**src/rtl/imem_loader.sv**
```systemverilog
// ---------------------------------------------------------------------------
// imem_loader
//
// Byte-stream program loader for the instruction memory. It accepts a
// length-prefixed byte stream on a valid/ready handshake and packs each
// {lo, hi} byte pair into an 11-bit instruction word {hi[2:0], lo}. Each
// word is written to consecutive instruction-memory addresses, starting
// at BASE_ADDR and wrapping modulo 256. The CPU core is held in reset
// until a load session completes successfully.
//
// Stream format: N (0..255), then N pairs {lo, hi}, then one checksum byte
// if the checksum option is built in.
//
// Build option:
//   IMEM_LOADER_CHECKSUM_EN  When defined, each session ends with one
//                            trailing byte. That byte must equal the XOR
//                            of every earlier session byte, including N.
//                            A mismatch sets err and leaves cpu_reset_o
//                            asserted. When undefined, err_o is tied to 0
//                            and every completed session passes.
//
// Parameters:
//   BASE_ADDR    instruction-memory address of word 0
//
// Ports:
//   clk_i        system clock, rising edge
//   reset_i      synchronous active-high reset
//   start_i      single-cycle load request, honoured only in IDLE
//   in_valid_i   input byte valid
//   in_data_i    input byte
//   in_ready_o   loader can accept a byte this cycle
//   wr_en_o      instruction-memory write strobe, one cycle per word
//   wr_addr_o    write address (holds between strobes)
//   wr_data_o    write word (holds between strobes)
//   cpu_reset_o  hold-reset for the PC/decoder/ALU path
//   busy_o       load session in progress
//   done_o       single-cycle end-of-session pulse, pass or fail
//   err_o        sticky checksum failure, cleared by the next accepted start
// ---------------------------------------------------------------------------
//
// state | meaning
// ------+-------------------------------------------------------------
// IDLE  | waiting for start_i, no bytes consumed
// LEN   | accepting word count N
// LO    | accepting low byte of the current word
// HI    | accepting high byte; issues the memory write
// CHK   | accepting the trailing checksum byte (checksum build only)
// END   | done_o pulse, pass/fail result applied; back to IDLE next

module imem_loader #(
  parameter logic [7:0] BASE_ADDR = 8'h00
) (
  input  logic        clk_i,
  input  logic        reset_i,
  input  logic        start_i,
  input  logic        in_valid_i,
  input  logic [7:0]  in_data_i,
  output logic        in_ready_o,
  output logic        wr_en_o,
  output logic [7:0]  wr_addr_o,
  output logic [10:0] wr_data_o,
  output logic        cpu_reset_o,
  output logic        busy_o,
  output logic        done_o,
  output logic        err_o
);

  typedef enum logic [2:0] {
    S_IDLE = 3'd0,
    S_LEN  = 3'd1,
    S_LO   = 3'd2,
    S_HI   = 3'd3,
    S_CHK  = 3'd4,
    S_END  = 3'd5
  } state_t;

  // The state entered after the last data byte, or after LEN when N=0.
`ifdef IMEM_LOADER_CHECKSUM_EN
  localparam state_t S_TAIL = S_CHK;
`else
  localparam state_t S_TAIL = S_END;
`endif

  state_t      state_q, state_d;
  logic        in_ready_q;
  logic        busy_q;
  logic        done_q;
  logic        cpu_reset_q;
  logic        wr_en_q;
  logic [7:0]  wr_addr_q;
  logic [10:0] wr_data_q;
  logic [7:0]  cnt_q;       // words still to receive, down-counter
  logic [7:0]  idx_q;       // word index within the session
  logic [7:0]  lo_q;        // low byte waiting for its high byte
  logic        xfer;
  logic        start_ok;
  logic        sess_pass;

`ifdef IMEM_LOADER_CHECKSUM_EN
  logic [7:0]  csum_q;
  logic        err_q;
`endif

  assign xfer     = in_valid_i && in_ready_q;
  assign start_ok = (state_q == S_IDLE) && start_i;

  // Result of the session that is about to enter END.
`ifdef IMEM_LOADER_CHECKSUM_EN
  assign sess_pass = (in_data_i == csum_q);
`else
  assign sess_pass = 1'b1;
`endif

  always_comb begin
    state_d = state_q;
    case (state_q)
      S_IDLE: if (start_i) state_d = S_LEN;
      S_LEN: begin
        if (xfer) state_d = (in_data_i == 8'd0) ? S_TAIL : S_LO;
      end
      S_LO:  if (xfer) state_d = S_HI;
      S_HI: begin
        // Terminal count: the pair just completed was the last one.
        if (xfer) state_d = (cnt_q == 8'd1) ? S_TAIL : S_LO;
      end
      S_CHK: if (xfer) state_d = S_END;
      S_END: state_d = S_IDLE;
      default: state_d = S_IDLE;
    endcase
  end

  always_ff @(posedge clk_i) begin
    if (reset_i) begin
      state_q     <= S_IDLE;
      in_ready_q  <= 1'b0;
      busy_q      <= 1'b0;
      done_q      <= 1'b0;
      cpu_reset_q <= 1'b1;
      wr_en_q     <= 1'b0;
      wr_addr_q   <= 8'h00;
      wr_data_q   <= 11'h000;
      cnt_q       <= 8'd0;
      idx_q       <= 8'd0;
      lo_q        <= 8'd0;
`ifdef IMEM_LOADER_CHECKSUM_EN
      csum_q      <= 8'd0;
      err_q       <= 1'b0;
`endif
    end else begin
      state_q    <= state_d;
      // Handshake/status outputs are decoded from the next state so they
      // line up with the state register rather than lagging it.
      in_ready_q <= (state_d == S_LEN) || (state_d == S_LO) ||
                    (state_d == S_HI)  || (state_d == S_CHK);
      busy_q     <= (state_d != S_IDLE);
      done_q     <= (state_d == S_END);
      wr_en_q    <= 1'b0;

      if (start_ok) begin
        idx_q       <= 8'd0;
        cpu_reset_q <= 1'b1;
`ifdef IMEM_LOADER_CHECKSUM_EN
        csum_q      <= 8'd0;
        err_q       <= 1'b0;
`endif
      end

      if (xfer) begin
`ifdef IMEM_LOADER_CHECKSUM_EN
        csum_q <= csum_q ^ in_data_i;
`endif
        case (state_q)
          S_LEN: cnt_q <= in_data_i;
          S_LO:  lo_q  <= in_data_i;
          S_HI: begin
            wr_en_q   <= 1'b1;
            wr_addr_q <= BASE_ADDR + idx_q;
            wr_data_q <= {in_data_i[2:0], lo_q};
            idx_q     <= idx_q + 8'd1;
            cnt_q     <= cnt_q - 8'd1;
          end
          default: ;
        endcase
      end

      // Only a checksum byte can carry a failing result; every other path
      // into END is a pass.
      if (state_d == S_END) begin
        if (state_q == S_CHK) begin
          cpu_reset_q <= !sess_pass;
`ifdef IMEM_LOADER_CHECKSUM_EN
          err_q       <= !sess_pass;
`endif
        end else begin
          cpu_reset_q <= 1'b0;
        end
      end
    end
  end

  assign in_ready_o  = in_ready_q;
  assign busy_o      = busy_q;
  assign done_o      = done_q;
  assign cpu_reset_o = cpu_reset_q;
  assign wr_en_o     = wr_en_q;
  assign wr_addr_o   = wr_addr_q;
  assign wr_data_o   = wr_data_q;
`ifdef IMEM_LOADER_CHECKSUM_EN
  assign err_o       = err_q;
`else
  assign err_o       = 1'b0;
`endif

endmodule
```
**config.mk**
```make
export PLATFORM = sky130hd
export DESIGN_NAME = imem_loader
export DESIGN_NICKNAME = d
export VERILOG_FILES = /design/src/rtl/imem_loader.sv
export SDC_FILE = /design/constraint.sdc
export NUM_CORES = 1
export LEC_CHECK = 0
export CORE_MARGIN = 2
export CORE_UTILIZATION = 47
export DETAILED_ROUTE_END_ITERATION = 10
export HOLD_SLACK_MARGIN = 0.03
export PLACE_DENSITY = 0.84
export SLEW_MARGIN = 10
export SYNTH_ARGS = -nofsm -noshare
export SYNTH_HDL_FRONTEND = slang
export SYNTH_SLANG_ARGS = --single-unit
export TNS_END_PERCENT = 50
```
**constraint.sdc**
```tcl
create_clock -name clk_i -period 1.7 [get_ports clk_i]
set_input_delay 0.34 -clock clk_i [delete_from_list [all_inputs] [get_ports clk_i]]
set_output_delay 0.34 -clock clk_i [all_outputs]
set_load 0.05 [all_outputs]
```
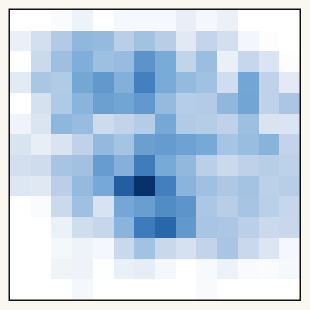
Fig. 1. Wire density map.
Drawn at 4 px/um. 14 x 14 tiles, from white (low) to dark blue (high), scaled to the fullest tile. Values are wire area over tile area, all layers added.
tiles over half the peak	14%
nearly empty tiles	16%
emptiest ninth of the die	bottom left

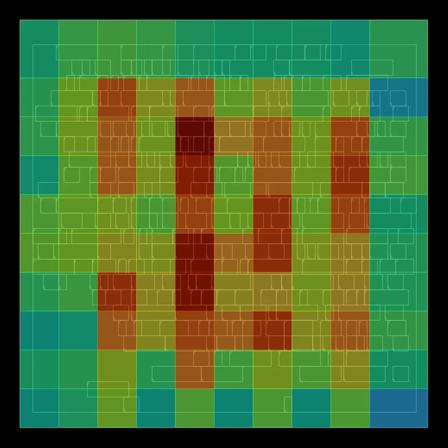
Fig. 2. Routing congestion map.
GRT met2 Usage: 33.54%
routed length per instance: 13.70 um
Finished Core Util: 66.08%
M3 GR Usage: 4.722%
met1 Use GR: 26.26%

==> results.py <==
# Metrics from the implementation run
metrics = {
    "setup_path": {
        "required_ns": 1.94,
        "crit_buf_inv": 1,
        "crit_family": "AND-OR/OR-AND gates",
        "crit_start": "cnt_q[1]",
        "r2r-end": "in_ready_o",
        "r2r_start": "cnt_q[1]",
        "critPathArrivalTime_ns": 1.91,
        "crit_path_start_kind": "register",
        "crit_cells": 7,
        "r2r.worst_path.cells": 7,
        "path_class": "reg -> reg",
    },
    "route": {
        "drc": 0,
        "vias": 2003,
        "wirelength_um": 5150,
        "first_pass_iters": 4,
    },
    "cells_and_area": {
        "final-comb-area_sq_um": 1176,
        "seq_area_sq_um": 1030,
        "area_growth_pct": 33.58,
        "largest_reg_flops": 11,
        "num-nets-final": 339,
        "fill_cells": 385,
        "layout_top_cells": "buf_4, nand2_1, dfxtp_1",
        "lay_top_count": "buf_4",
        "fin_area_sq_um": 2937,
        "insertedDiodeCount": 0,
    },
    "final_timing": {
        "fin_tns_setup_ns": 0,
        "max_freq_ghz": 0.5997,
        "setup_violations": 0,
        "rsz0062_at_grt": "true",
        "period_needed_ns": 1.668,
        "final_hold_viol_count": 0,
        "post-route-period-util_pct": 98.09,
    },
    "job": {
        "max_cap_violations": 0,
        "tool_warnings": 29,
    },
    "synth": {
        "synth-async-reset-ratio_pct": 0,
        "ys_seq_share_pct": 46.44,
        "yosysChipArea_sq_um": 2198,
        "synth_cells": 261,
        "syn-cell-area_sq_um": 2198,
        "yosys_cells": 261,
        "edf_count": 0,
    },
    "cts": {
        "clk_path_buf_depth": 2,
        "cts_resized": 14,
        "cts.sinks": 51,
        "clock-root-buffer": "clkbuf_8",
        "cts_setup_buffers": 2,
        "cts_made_buffers": 5,
    },
    "power": {
        "powerDensity_nw_per_um2": 726.2,
        "finalPower_mw": 2.132,
        "power_leakage_nw": 1.134,
    },
    "die": {
        "core_area_sq_um": 4444,
        "die_x_um": 72.39,
        "die_area_sq_um": 5240,
        "ios": 37,
        "fp_util_pct": 49.47,
        "die_y_um": 72.39,
    },
    "placement": {
        "dp.cells": 364,
        "dpl_cell_area_sq_um": 2734,
    },
    "worst_hold_path": {
        "hold_depth": 2,
        "hold_end": "wr_data_o[7]",
    },
    "run_status": {
        "outcome": "completed",
    },
    "global_route": {
        "grt_pass1_wl_um": 8404,
        "grt_max_degree": 16,
        "antenna_found_initial": 0,
    },
}
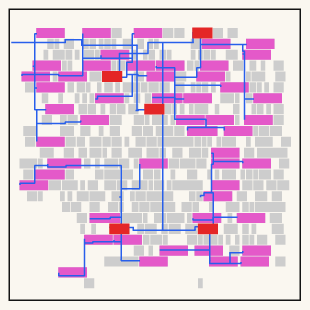
Fig. 3. Clock wires, drivers and flops.
Drawn at 4 px/um.
[flip-flops] magenta | count: 51
[clock wires] blue | length: 572 um
[clock-net drivers] red | count: 5
flops lie	all over the die
routed clock nets	6
clock share of power: 31.7%
clk_lat worst skew: 0.31 ns
Clock Power: 0.676 mW
Worst Clk Skew: 0.01019 ns

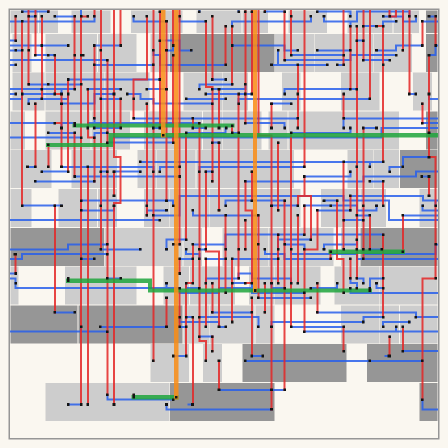
Fig. 4. Layout detail.
Region (21, 7) to (51, 37) um. Cells in gray, sequential cells in the stronger gray; small squares are vias.
layer	color
M4	orange
M1	blue
M2	red
M3	green
cells with their middle in the window	77
netlist names of flops here include	cnt_q (5), state_q (2)
most frequent	buf_4 (11), nand2_1 (8)
sequential cells in the window	8

-- layout make-up --
| cell class | instances | area share, % |
|---|---|---|
| clock inverter | 2 | 0.4687 |
| tap | 52 | 2.216 |
| clock buffer | 5 | 2.343 |
| multi-input combinational | 190 | 40.05 |
| sequential | 51 | 35.07 |
| inverter | 4 | 0.5113 |
| timing repair buffer | 72 | 19.34 |
-- cells by family after synthesis --
family                   share of synthesized area, %
XOR/XNOR                                        2.789
multiplexers                                    3.643
AND/OR/NAND/NOR                                 24.53
other                                          0.1706
AND-OR/OR-AND                                   16.62
adder cells (fa/ha/maj)                         1.708
flip-flops                                      46.44
buffers and inverters                           4.098
-- Yosys cell counts (all sizes together), types with 4 or more instances --
cell    number  area [sq um]
nand2       56         210.2
dfxtp       51          1021
a21oi       32         160.2
nor2        26         97.59
buf         10         51.30
mux2i        8         80.08
clkbuf       6         23.77
nand3        5         30.03
o21ai        5         28.78
a21o         4         32.53
inv          4         15.01
nand3b       4         30.03
nor4         4         46.29
xor2         4         35.03
-- report_power, final --
group | internal, mW | switching, mW
Clock | 0.282 | 0.394
Sequential | 1.21 | 0.0200
Combinational | 0.103 | 0.125
-- per-layer routing --
layer  global-route usage [%]  vias to the layer above  wire, um
met1                    26.26                      932      2362
met3                    4.722                        9       242
met4                    7.407                        0       108
li1                         -                     1021         -
met2                    33.54                       41      2436
met5                        0                        -         0
-- through the flow --
step           hold WS (ns)  setup WS (ns)  util, %
2_1_floorplan        0.4312        0.06050        -
3_3_place_gp         0.4375        -0.4985    61.51
3_5_place_dp         0.4426        -0.5318    61.51
4_1_cts              0.4580      -0.008000    64.16
5_1_grt              0.4680       -0.04071    66.08
6_report             0.4564        0.03239    66.08
Power figures rest on the tool's default switching activity, not on a simulated workload.
